File: config.mk
export PLATFORM = sky130hd
export DESIGN_NAME = toeplitz_mac
export DESIGN_NICKNAME = d
export VERILOG_FILES = /design/src/rtl/toeplitz_pkg.sv /design/src/rtl/toeplitz_mac_gf2_colsum.sv /design/src/rtl/toeplitz_mac.sv
export SDC_FILE = /design/constraint.sdc
export NUM_CORES = 1
export LEC_CHECK = 0
export ABC_CLOCK_PERIOD_IN_PS = 6410
export CORE_MARGIN = 2
export CORE_UTILIZATION = 59
export DETAILED_ROUTE_END_ITERATION = 7
export HOLD_SLACK_MARGIN = 0.02
export PLACE_DENSITY = 0.91
export RECOVER_POWER = 50
export SLEW_MARGIN = 15
export SYNTH_ARGS = -nofsm -noshare
export SYNTH_HDL_FRONTEND = slang
export SYNTH_HIERARCHICAL = 1
export SYNTH_SLANG_ARGS = --single-unit
export TNS_END_PERCENT = 20
File: constraint.sdc
create_clock -name clk -period 6.41 [get_ports clk]
set_clock_uncertainty 0.1 [all_clocks]
set_input_delay 0.641 -clock clk [delete_from_list [all_inputs] [get_ports clk]]
set_output_delay 0.641 -clock clk [all_outputs]
set_load 0.1 [all_outputs]
File: src/rtl/toeplitz_pkg.sv
// Shared constants and types for the Toeplitz hashing blocks (gencol, toeplitz_mac).
package toeplitz_pkg;

  // Default matrix geometry shared with the column generators
  localparam int unsigned N_DEF      = 256;
  localparam int unsigned L_DEF      = 128;
  localparam int unsigned STRIDE_DEF = 1;
  localparam int unsigned BS_DEF     = 32;

  // Width of the beat counter
  localparam int unsigned CNT_W = 32;

  typedef enum logic [1:0] {
    IDLE = 2'd0,
    RUN  = 2'd1,
    DONE = 2'd2
  } mac_state_t;

  // True when the beat about to be accepted completes the block
  function automatic logic is_last_beat(input logic signed [CNT_W-1:0] cnt,
                                        input int stride,
                                        input int n);
    return (cnt + stride) == n;
  endfunction

endpackage

File: src/rtl/toeplitz_mac_gf2_colsum.sv
// Masked GF(2) column sum: XOR of every column slice whose data bit is set.
module gf2_colsum #(
  parameter int unsigned STRIDE = 1,
  parameter int unsigned L      = 128
) (
  input  logic [STRIDE*L-1:0] cols,
  input  logic [STRIDE-1:0]   in_data,
  output logic [L-1:0]        contrib_c
);

  // Reduce the selected columns into one L-bit contribution
  always_comb begin
    contrib_c = '0;
    for (int k = 0; k < int'(STRIDE); k++) begin
      if (in_data[k]) begin
        contrib_c = contrib_c ^ cols[k*L +: L];
      end
    end
  end

endmodule

File: src/rtl/toeplitz_mac.sv
// Toeplitz GF(2) matrix-vector multiplier: accumulates STRIDE columns per beat
// into an L-bit hash over an N-bit data block, and keeps the external column
// generators aligned by resetting them on every non-transfer cycle.
// Optional build macro TOEPLITZ_MAC_STATS_EN adds blk_cnt / abort_cnt outputs.
// N must be a multiple of STRIDE.
module toeplitz_mac
  import toeplitz_pkg::*;
#(
  parameter int unsigned N      = N_DEF,
  parameter int unsigned L      = L_DEF,
  parameter int unsigned STRIDE = STRIDE_DEF
) (
  input  logic                clk,
  input  logic                reset,
  input  logic [STRIDE*L-1:0] cols,
  output logic                gen_reset,
  input  logic [STRIDE-1:0]   in_data,
  input  logic                in_valid,
  output logic                in_ready,
  output logic [L-1:0]        hash,
  output logic                out_valid,
  input  logic                out_ready
`ifdef TOEPLITZ_MAC_STATS_EN
  ,
  output logic [31:0]         blk_cnt,
  output logic [31:0]         abort_cnt
`endif
);

  localparam int N_I      = int'(N);
  localparam int STRIDE_I = int'(STRIDE);

  mac_state_t              state, state_d;
  logic [L-1:0]            acc, acc_d;
  logic [L-1:0]            hash_d;
  logic                    out_valid_d;
  logic signed [CNT_W-1:0] cnt, cnt_d;
  logic [L-1:0]            contrib;
  logic                    accept;
  logic                    last_beat;

  gf2_colsum #(
    .STRIDE (STRIDE),
    .L      (L)
  ) u_colsum (
    .cols      (cols),
    .in_data   (in_data),
    .contrib_c (contrib)
  );

  // Handshake and generator realignment
  assign in_ready  = (state != DONE);
  assign accept    = in_valid && in_ready;
  assign gen_reset = reset || !accept;
  assign last_beat = is_last_beat(cnt, STRIDE_I, N_I);

  // Next-state and datapath update
  always_comb begin
    state_d     = state;
    acc_d       = acc;
    cnt_d       = cnt;
    hash_d      = hash;
    out_valid_d = out_valid;
    case (state)
      IDLE: begin
        if (accept) begin
          if (last_beat) begin
            hash_d      = contrib;
            out_valid_d = 1'b1;
            acc_d       = '0;
            cnt_d       = '0;
            state_d     = DONE;
          end else begin
            acc_d   = contrib;
            cnt_d   = CNT_W'(STRIDE_I);
            state_d = RUN;
          end
        end
      end
      RUN: begin
        if (accept) begin
          if (last_beat) begin
            hash_d      = acc ^ contrib;
            out_valid_d = 1'b1;
            acc_d       = '0;
            cnt_d       = '0;
            state_d     = DONE;
          end else begin
            acc_d = acc ^ contrib;
            cnt_d = cnt + CNT_W'(STRIDE_I);
          end
        end else begin
          // Gap mid-block: discard the partial sum, generators restart too
          acc_d   = '0;
          cnt_d   = '0;
          state_d = IDLE;
        end
      end
      DONE: begin
        if (out_valid && out_ready) begin
          out_valid_d = 1'b0;
          state_d     = IDLE;
        end
      end
      default: begin
        acc_d       = '0;
        cnt_d       = '0;
        out_valid_d = 1'b0;
        state_d     = IDLE;
      end
    endcase
  end

  // State and datapath registers
  always_ff @(posedge clk) begin
    if (reset) begin
      state     <= IDLE;
      acc       <= '0;
      cnt       <= '0;
      hash      <= '0;
      out_valid <= 1'b0;
    end else begin
      state     <= state_d;
      acc       <= acc_d;
      cnt       <= cnt_d;
      hash      <= hash_d;
      out_valid <= out_valid_d;
    end
  end

`ifdef TOEPLITZ_MAC_STATS_EN
  logic stat_last;
  logic stat_abort;

  assign stat_last  = accept && last_beat;
  assign stat_abort = (state == RUN) && !accept;

  // Completed-block and aborted-block event counters
  always_ff @(posedge clk) begin
    if (reset) begin
      blk_cnt   <= '0;
      abort_cnt <= '0;
    end else begin
      if (stat_last)  blk_cnt   <= blk_cnt + 32'd1;
      if (stat_abort) abort_cnt <= abort_cnt + 32'd1;
    end
  end
`endif

endmodule

Figure 1. Placement view.
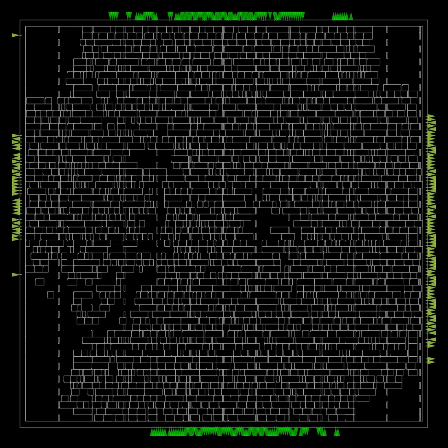
proportion of cell area occupied by registers: 29.50%
placeable core region: 27710 µm²
Fill cells: 2020
number of non-filler instances in the completed layout: 2416

Figure 2. Drive-strength map.
(3 px per µm)
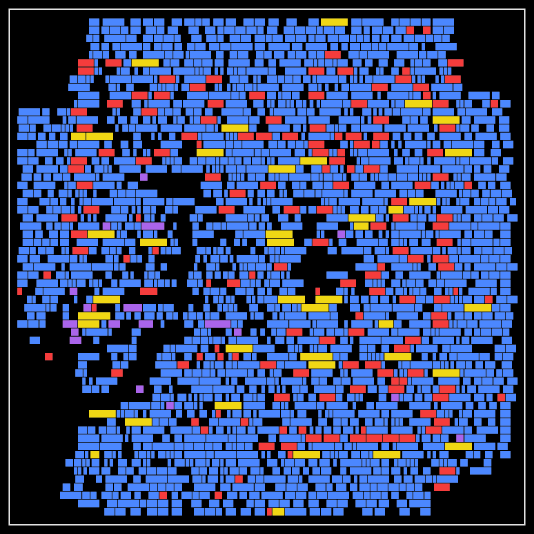
purple -> x3 and x4  # cells 18, share 0.88%, most used buf_4
red -> x2  # cells 159, share 7.8%, most used o2bb2ai_2
blue -> x1 and smaller  # cells 1819, share 89%, most used nand2_1
yellow -> x6 and larger  # cells 40, share 2.0%, most used clkbuf_16
number of non-clock buffers in the layout: 278
Area Growth Syn to Fin: 19.65%
final worst slack: 1.029 ns
Layout Cell Area excl Fill: 19760 µm²

==> results.txt <==
Status on the layout run. The clock passes through at most 3 buffers. The die covers 29350 µm². Sequential cell area fraction in the yosys report landed at 35.27%. In the floorplan report the effective utilization is 59.62%. Note that the worst hold path type here is register to register.

Number of synthesized flops with an enable pin landed at 0. The final reports fail on max-capacitance violations, max-slew violations. Number of ordinary inverters in the final layout landed at 8. Among the non-sequential cells, AND-OR/OR-AND gates take the most area.

According to the floorplan log, the row count is 61. Cell count after placement landed at 2360. The total overflow left after global routing is 0. Looking at the setup timing report, the critical path kind is register to register.

TritonRoute output was used to compute an average wire per cell of 18.41 µm. Flip-flop and latch power landed at 1880 µW. The detail route stage leaves a number of antenna-violating nets equal to 0. Switching share of power landed at 25.09%. Timing analysis after detailed placement gives a worst setup slack of 1.771 ns.

TritonCTS built the clock tree. The layout summary lists the proportion of cells stronger than drive strength 1 as 10.66%. sky130_fd_sc_hd__dfxtp_1 takes more of the synthesized area than any other cell. Headroom to the max-slew limit came out at -72.82%.

Critical-path maximum fanout landed at 60. The registers reported with the highest flop counts are acc x128, hash x128, cnt x32. Entering global routing, the biggest net connects 136 pins.

Post-CTS timing repair inserted 0 buffers for setup. Hold-critical path depth landed at 2. Critical path required time landed at 6.71 ns. After synthesis, the mean cell area works out to 8.735 µm². Pins over their slew limit in the final report were tallied at 331. Arithmetic-cell share of the synthesized area counting full adders, half adders and majority gates landed at 0.07575%. The report counts max-capacitance violations totalling 3.

Clock latency on the worst-skew pair, taken at its later pin, is 0.55 ns. Highest cell delay on the worst timing path landed at 1.20 ns. By instance count, the leading cell after synthesis is sky130_fd_sc_hd__nand2_1. Switching power summed over all nets landed at 1019 µW. The worst register-to-register path begins at cnt[0]. The number of warnings reported in the stage logs is 38. For this run, the script counts the antenna cells in the layout as 2. The flow ran to the end, but the final reports show violations. After Yosys synthesis, XOR and XNOR cells account for 7.212% of the synthesized area.
Figure 3. Ports around the boundary.
(3 px per µm) Pins as bars across the die edge, other pins in gray.
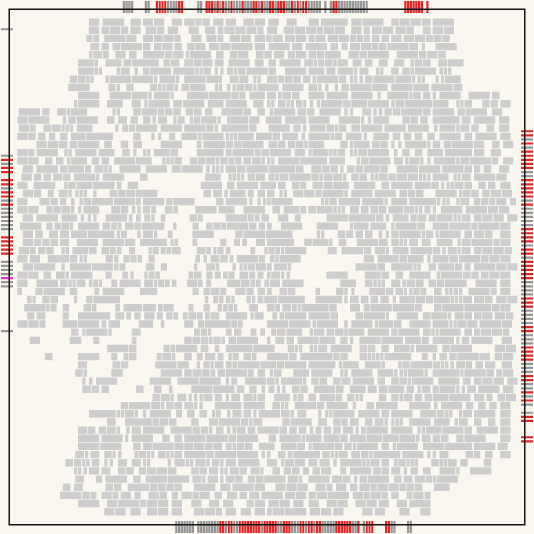
magenta -> in_ready  # pins 1, direction output, edge west
red -> hash  # pins 128, direction output, edge 42 east, 38 south, 35 north, 13 west
y dimension of the die: 171.3 µm
I/O Buffers: 263
width of the chip: 171.3 µm

No activity file was given, so power comes from the tool's default toggle rates.
